==> images/m2.png <==
Cells faint in the background.
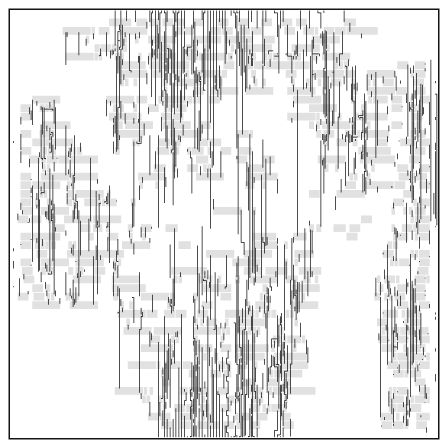
==> images/gates.png <==
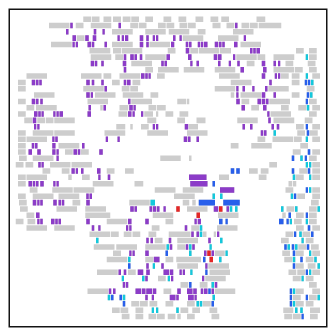
==> images/ff_map.png <==
Other sequential cells in the stronger grey, the rest of the logic in the fainter grey.
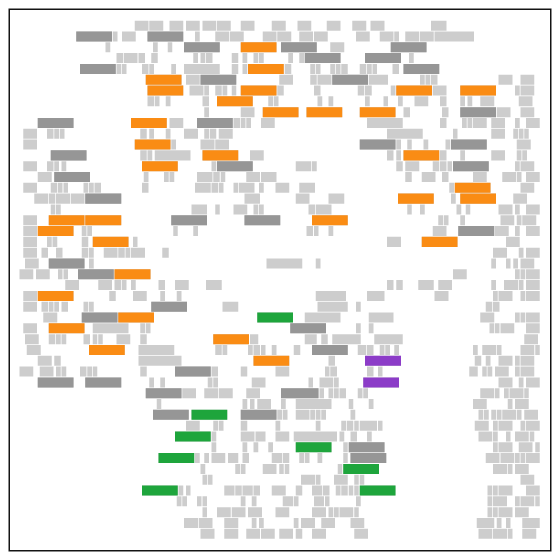
==> images/m3.png <==
Scale bar: 50 um.
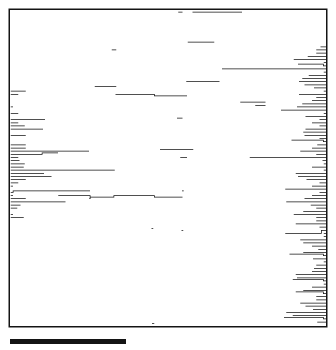
$ cat src/rtl/line_fill_arbiter.sv
// Round-robin arbiter sharing one word-wide memory between the I-cache miss port
// and the D-cache line port; each grant moves one LINE_WORDS-word line beat by beat.
module line_fill_arbiter #(
    parameter int DATA_W     = 32,
    parameter int ADDR_W     = 10,
    parameter int LINE_WORDS = 4
) (
    input  logic              clock,
    input  logic              reset,
    input  logic              i_req,
    input  logic [ADDR_W-1:0] i_addr,
    output logic [DATA_W-1:0] i_rdata,
    output logic              i_rvalid,
    output logic              i_done,
    input  logic              d_req,
    input  logic              d_we,
    input  logic [ADDR_W-1:0] d_addr,
    input  logic [DATA_W-1:0] d_wdata,
    output logic              d_wready,
    output logic [DATA_W-1:0] d_rdata,
    output logic              d_rvalid,
    output logic              d_done,
    output logic              mem_req,
    output logic              mem_we,
    output logic [ADDR_W-1:0] mem_addr,
    output logic [DATA_W-1:0] mem_wdata,
    input  logic              mem_ack,
    input  logic [DATA_W-1:0] mem_rdata
);

    // state | meaning
    // IDLE  | no grant; arbitrate between i_req and d_req
    // BURST | granted side owns memory; one handshake per beat
    // DONE  | one-cycle done pulse to the granted side

    localparam int BEAT_W = $clog2(LINE_WORDS);
    localparam logic [BEAT_W-1:0] LAST_BEAT = BEAT_W'(LINE_WORDS - 1);

    typedef enum logic [1:0] {
        S_IDLE,
        S_BURST,
        S_DONE
    } state_t;

    state_t state, state_nxt;

    logic                     grant_d;
    logic                     last_d;
    logic                     we_q;
    logic [ADDR_W-BEAT_W-1:0] base_hi;
    logic [BEAT_W-1:0]        beat;
    logic                     pick_d;
    logic                     in_burst;
    logic                     rd_ack;

    // On a tie the side that did not win last time is picked.
    assign pick_d   = d_req && (!i_req || !last_d);
    assign in_burst = (state == S_BURST);
    assign rd_ack   = in_burst && mem_ack && !we_q;

    always_ff @(posedge clock or negedge reset) begin
        if (!reset) begin
            state <= S_IDLE;
        end else begin
            state <= state_nxt;
        end
    end

    always_comb begin
        state_nxt = state;
        case (state)
            S_IDLE:  if (i_req || d_req) state_nxt = S_BURST;
            S_BURST: if (mem_ack && beat == LAST_BEAT) state_nxt = S_DONE;
            S_DONE:  state_nxt = S_IDLE;
            default: state_nxt = S_IDLE;
        endcase
    end

    always_ff @(posedge clock or negedge reset) begin
        if (!reset) begin
            grant_d  <= 1'b0;
            last_d   <= 1'b1;
            we_q     <= 1'b0;
            base_hi  <= '0;
            beat     <= '0;
            i_rdata  <= '0;
            d_rdata  <= '0;
            i_rvalid <= 1'b0;
            d_rvalid <= 1'b0;
        end else begin
            i_rvalid <= rd_ack && !grant_d;
            d_rvalid <= rd_ack && grant_d;
            if (state == S_IDLE && (i_req || d_req)) begin
                grant_d <= pick_d;
                last_d  <= pick_d;
                we_q    <= pick_d && d_we;
                base_hi <= pick_d ? d_addr[ADDR_W-1:BEAT_W] : i_addr[ADDR_W-1:BEAT_W];
                beat    <= '0;
            end
            if (in_burst && mem_ack) begin
                // Beat wraps to 0 after the last word; it never carries into base_hi.
                beat <= beat + 1'b1;
            end
            if (rd_ack) begin
                if (grant_d) d_rdata <= mem_rdata;
                else         i_rdata <= mem_rdata;
            end
        end
    end

    assign mem_req   = in_burst;
    assign mem_we    = in_burst && we_q;
    assign mem_addr  = in_burst ? {base_hi, beat} : '0;
    assign mem_wdata = (in_burst && we_q) ? d_wdata : '0;
    assign d_wready  = in_burst && we_q && mem_ack;
    assign i_done    = (state == S_DONE) && !grant_d;
    assign d_done    = (state == S_DONE) && grant_d;

endmodule

$ cat config.mk
export PLATFORM = sky130hd
export DESIGN_NAME = line_fill_arbiter
export DESIGN_NICKNAME = d
export VERILOG_FILES = /design/src/rtl/line_fill_arbiter.sv
export SDC_FILE = /design/constraint.sdc
export NUM_CORES = 1
export LEC_CHECK = 0
export ABC_AREA = 1
export CELL_PAD_IN_SITES_DETAIL_PLACEMENT = 0
export CELL_PAD_IN_SITES_GLOBAL_PLACEMENT = 2
export CORE_MARGIN = 2
export CORE_UTILIZATION = 22
export CTS_CLUSTER_DIAMETER = 200
export DETAILED_ROUTE_END_ITERATION = 16
export GPL_TIMING_DRIVEN = 0
export PLACE_DENSITY = 0.95
export SLEW_MARGIN = 40
export SYNTH_ARGS = -nofsm -noshare
export SYNTH_HDL_FRONTEND = slang
export SYNTH_SLANG_ARGS = --single-unit
$ cat constraint.sdc
create_clock -name clock -period 3.5 [get_ports clock]
set_clock_uncertainty 0.2 [all_clocks]
set_input_delay 1.05 -clock clock [delete_from_list [all_inputs] [get_ports clock]]
set_output_delay 1.05 -clock clock [all_outputs]
set_load 0.005 [all_outputs]
==> results.py <==
# Synthesis and PnR figures
metrics = {
    "outcome": {
        "status": "finished, final reports clean",
    },
    "synth": {
        "synth.distinct_cells": 20,
        "synth_top_area_share": 0.523,
        "ys_seq_elements": 81,
        "floorplan.nets": 565,
        "top_cells_by_area": "dfrtp_1 52%, nand2_1 16%, nand3_1 9.6%",
        "syn_area_um2": 3820,
        "ys_cells": 474,
        "yosys.area.top_type": "dfrtp_1",
        "ys_seq_frac": 0.530,
        "syn_inst": 474,
        "yosys_warnings": 0,
        "ys_area_um2": 3820,
        "syn-mean-instance-area_um2": 8.07,
    },
    "finish": {
        "layout-drive-gt1-share": 0.0685,
        "n_antenna_cell": 0,
        "fin_util": 0.376,
        "area_growth_pct": 68.2,
        "final_area_um2": 6430,
        "fin_nets": 773,
        "nFillCells": 1764,
    },
    "final_timing": {
        "finalCriticalPeriod_ns": 3.43,
        "post-route-period-util": 0.980,
        "tightest_slew_ns": 0.549,
        "slew_violations": 0,
        "relSlewSlack": 0.634,
        "grt_setup_unrepaired": "false",
        "setup_slack_ns": 0.0683,
        "hold_violations": 0,
        "max_freq_mhz": 291,
        "setup_viol": 0,
    },
    "job": {
        "warnings": 30,
        "drv_cap": 0,
    },
    "power": {
        "powerDensity_nw_per_um2": 805,
        "power.total_mw": 5.18,
        "ir_drop_v": 0.000324,
        "p_sw_mw": 1.81,
        "seqPwrFrac": 0.313,
        "clkPwrFrac": 0.198,
        "combPwrFrac": 0.489,
        "p_int_mw": 3.37,
        "switching_share": 0.350,
        "p_leak_nw": 3.22,
    },
    "floorplan": {
        "core_um2": 17100,
        "fp_util": 0.223,
        "die_w_um": 136,
        "num_rows": 48,
        "die-height_um": 136,
        "die-area_um2": 18500,
        "io_pins": 203,
    },
    "setup_path": {
        "critPathLaunchType": "input pin",
        "reg2reg_depth": 5,
        "r2r_slack_ns": 1.76,
        "slowest_stage": "clkdlybuf4s50_1",
        "r2r-end": "i_rdata[11]$_DFFE_PN0P_",
        "cp.depth": 4,
        "critPathMaxFanout": 1,
        "crit_buf_inv": 3,
        "slowest_delay_ns": 0.51,
        "worstSetupEndpoint": "mem_wdata[1]",
        "crit_start": "d_wdata[1]",
        "worst-setup-path-type": "input pin to output pin",
        "timing.rr.start": "grant_d$_DFFE_PN0P_",
        "cpMostUsedCell": "clkdlybuf4s50_1",
        "cp_top_family": "buffers and inverters",
        "required_ns": 2.25,
        "worstPathCellList": "clkdlybuf4s50_1 > inv_1 > nor2_1 > clkdlybuf4s50_1",
        "critPathArrivalTime_ns": 2.18,
        "crit_path_end_kind": "output pin",
    },
    "route": {
        "drtIter0Drc": 159,
        "via_per_inst": 4.08,
        "drcViolationCount": 0,
        "wirelength_um": 12700,
        "ant_nets": 0,
        "post_drt_wl_per_cell_um": 13.9,
        "drt_first_pass_iters": 7,
    },
    "grt": {
        "grt_pass1_wl_um": 19400,
        "grt_pass1_vias": 3603,
        "antenna_found_initial": 0,
        "gr-total-overflow": 0,
        "grt_usage": 0.137,
        "grt_max_degree": 47,
    },
    "placement": {
        "gp_congestion": 0.735,
        "dpl-instance-area_um2": 6110,
        "io_buffer_count": 197,
        "pre_cts_ws_ns": -0.368,
        "hpwl_um": 9620,
    },
    "clocking": {
        "cts-root-buf": "clkbuf_16",
        "htree_levels": 3,
        "cts.sinks": 81,
        "clock_path_buffers": 2,
        "cts_setup_buffers": 0,
        "worstSkewPairLatency_ns": 0.33,
        "cts_buffers": 9,
        "clk_pin_slew_ns": 0.06,
        "ctsHoldBuffers": 0,
        "cts_tree": "built",
    },
    "hold_path": {
        "hp-start": "i_rdata[23]$_DFFE_PN0P_",
        "hold_path.class": "register to register",
    },
}
Back to the opening pictures, m2.png:
- wire length on this layer: 5,940 um
- nets with wire on the layer: 609
- share of all routed wire: 47%
M2 GR Usage: 0.225
Vias: 3,716

Back to the opening pictures, gates.png:
- aoi and oai cells: red (cells 5)
- nor cells: blue (cells 49)
- inv cells: cyan (cells 64)
- nand cells: purple (cells 249; where spread over the die)

Back to the opening pictures, ff_map.png:
- d_rdata: orange (placed flops 32)
- state: purple (placed flops 2)
- base_hi: green (placed flops 8)
- not coloured: 39

Back to the opening pictures, m3.png:
- wire length on this layer: 1,200 um
- share of all routed wire: 9.5%

## state kept, by name, summed over array words and instances (netlist names)
| name | count |
|---|---|
| d_rdata | 32 |
| i_rvalid | 1 |
| i_rdata | 32 |
| grant_d | 1 |
| last_d | 1 |
| we_q | 1 |
| base_hi | 8 |
| d_rvalid | 1 |
| state | 2 |
| beat | 2 |
## cell families (layout without fill, tap and decap cells)
logic type	after synthesis	count (layout)	synth area share
AND/OR/NAND/NOR	298	298	0.347
buffers and inverters	89	301	0.113
flip-flops	81	81	0.530
AND-OR/OR-AND	5	5	0.00654
adder cells (fa/ha/maj)	1	1	0.00327
## synthesized netlist by cell type, drive strengths merged
cell type	n
nor2	46
nand3	74
nand3b	8
buf	19
inv	62
o21ai	5
ha	1
nor3	3
nand2	165
nand4	2
dfrtp	80
clkbuf	6
clkinv	2
dfstp	1
## routing by layer
layer  part of all wire  vias up  track usage  routed length, um
li1                   -     1868            -                  -
met1               0.42     1693        0.171               5340
met2               0.47      140        0.225               5940
met3              0.095       15       0.0440               1200
met4              0.017        0       0.0451                214
met5                  0        -            0                  0
## worst min path at each step
stage	slack, ns	to	depth (start not counted)
floorplan	0.24	last_d$_DFFE_PN1P_	2
global placement	0.25	d_rdata[0]$_DFFE_PN0P_	2
global route	0.29	i_rdata[17]$_DFFE_PN0P_	2
detailed placement	0.26	d_rdata[11]$_DFFE_PN0P_	2
CTS	0.27	i_rdata[23]$_DFFE_PN0P_	2
finish	0.27	i_rdata[23]$_DFFE_PN0P_	2
## repair_timing
item | 4_1_cts | 5_1_grt
cloned | 0 | 0
setup endpoints to repair | 3 | 4
gates resized | 5 | 4
pin swaps | 0 | 0
## tightest hold or removal path, stage by stage, from the launching register on
cell     delay (ns)
dfrtp_1        0.34
nand2_1        0.05
nand2_1        0.04
## layout make-up
cell class,count,area [um^2],area share
Sequential cell,81,2030,0.315
Inverter,64,243,0.0377
Multi-Input combinational cell,304,1370,0.213
Clock inverter,5,78.8,0.0122
Clock buffer,10,239,0.0371
Buffer,24,188,0.0292
Tap cell,225,282,0.0437
Timing Repair Buffer,198,2010,0.312
## through the flow
stage	setup TNS [ns]	hold WS [ns]	instances
global placement	-155.47	0.253	896
global route	0	0.286	911
floorplan	0	0.243	474
CTS	0	0.273	911
finish	0	0.266	911
detailed placement	-0.368	0.258	897
## cells in the final DEF (no fill, tap or decap), types with 2 or more instances in the layout
master	Yosys	layout
nand4_4	2	2
clkdlybuf4s50_1	0	192
buf_2	6	6
nand3b_1	8	8
nand3_1	73	73
clkinv_2	0	2
buf_6	12	13
nor2_8	2	2
nor2_1	44	43
o21ai_0	5	5
inv_2	2	2
nor3_1	3	3
clkbuf_16	0	9
bufinv_16	0	2
dfrtp_1	80	80
nand2_1	164	164
inv_1	60	60
dlymetal6s2s_1	0	3
clkbuf_1	6	5
## power groups by stage
stage / Clock, mW / Combinational (mW) / Sequential [mW]
3_5_place_dp: 0 / 2.60 / 1.63
5_1_grt: 1.10 / 2.80 / 1.68
4_1_cts: 1.05 / 2.60 / 1.63
6_report: 1.02 / 2.54 / 1.62
2_1_floorplan: 0 / 1.05 / 1.64
3_3_place_gp: 0 / 2.58 / 1.63
Power figures rest on the tool's default switching activity, not on a simulated workload.
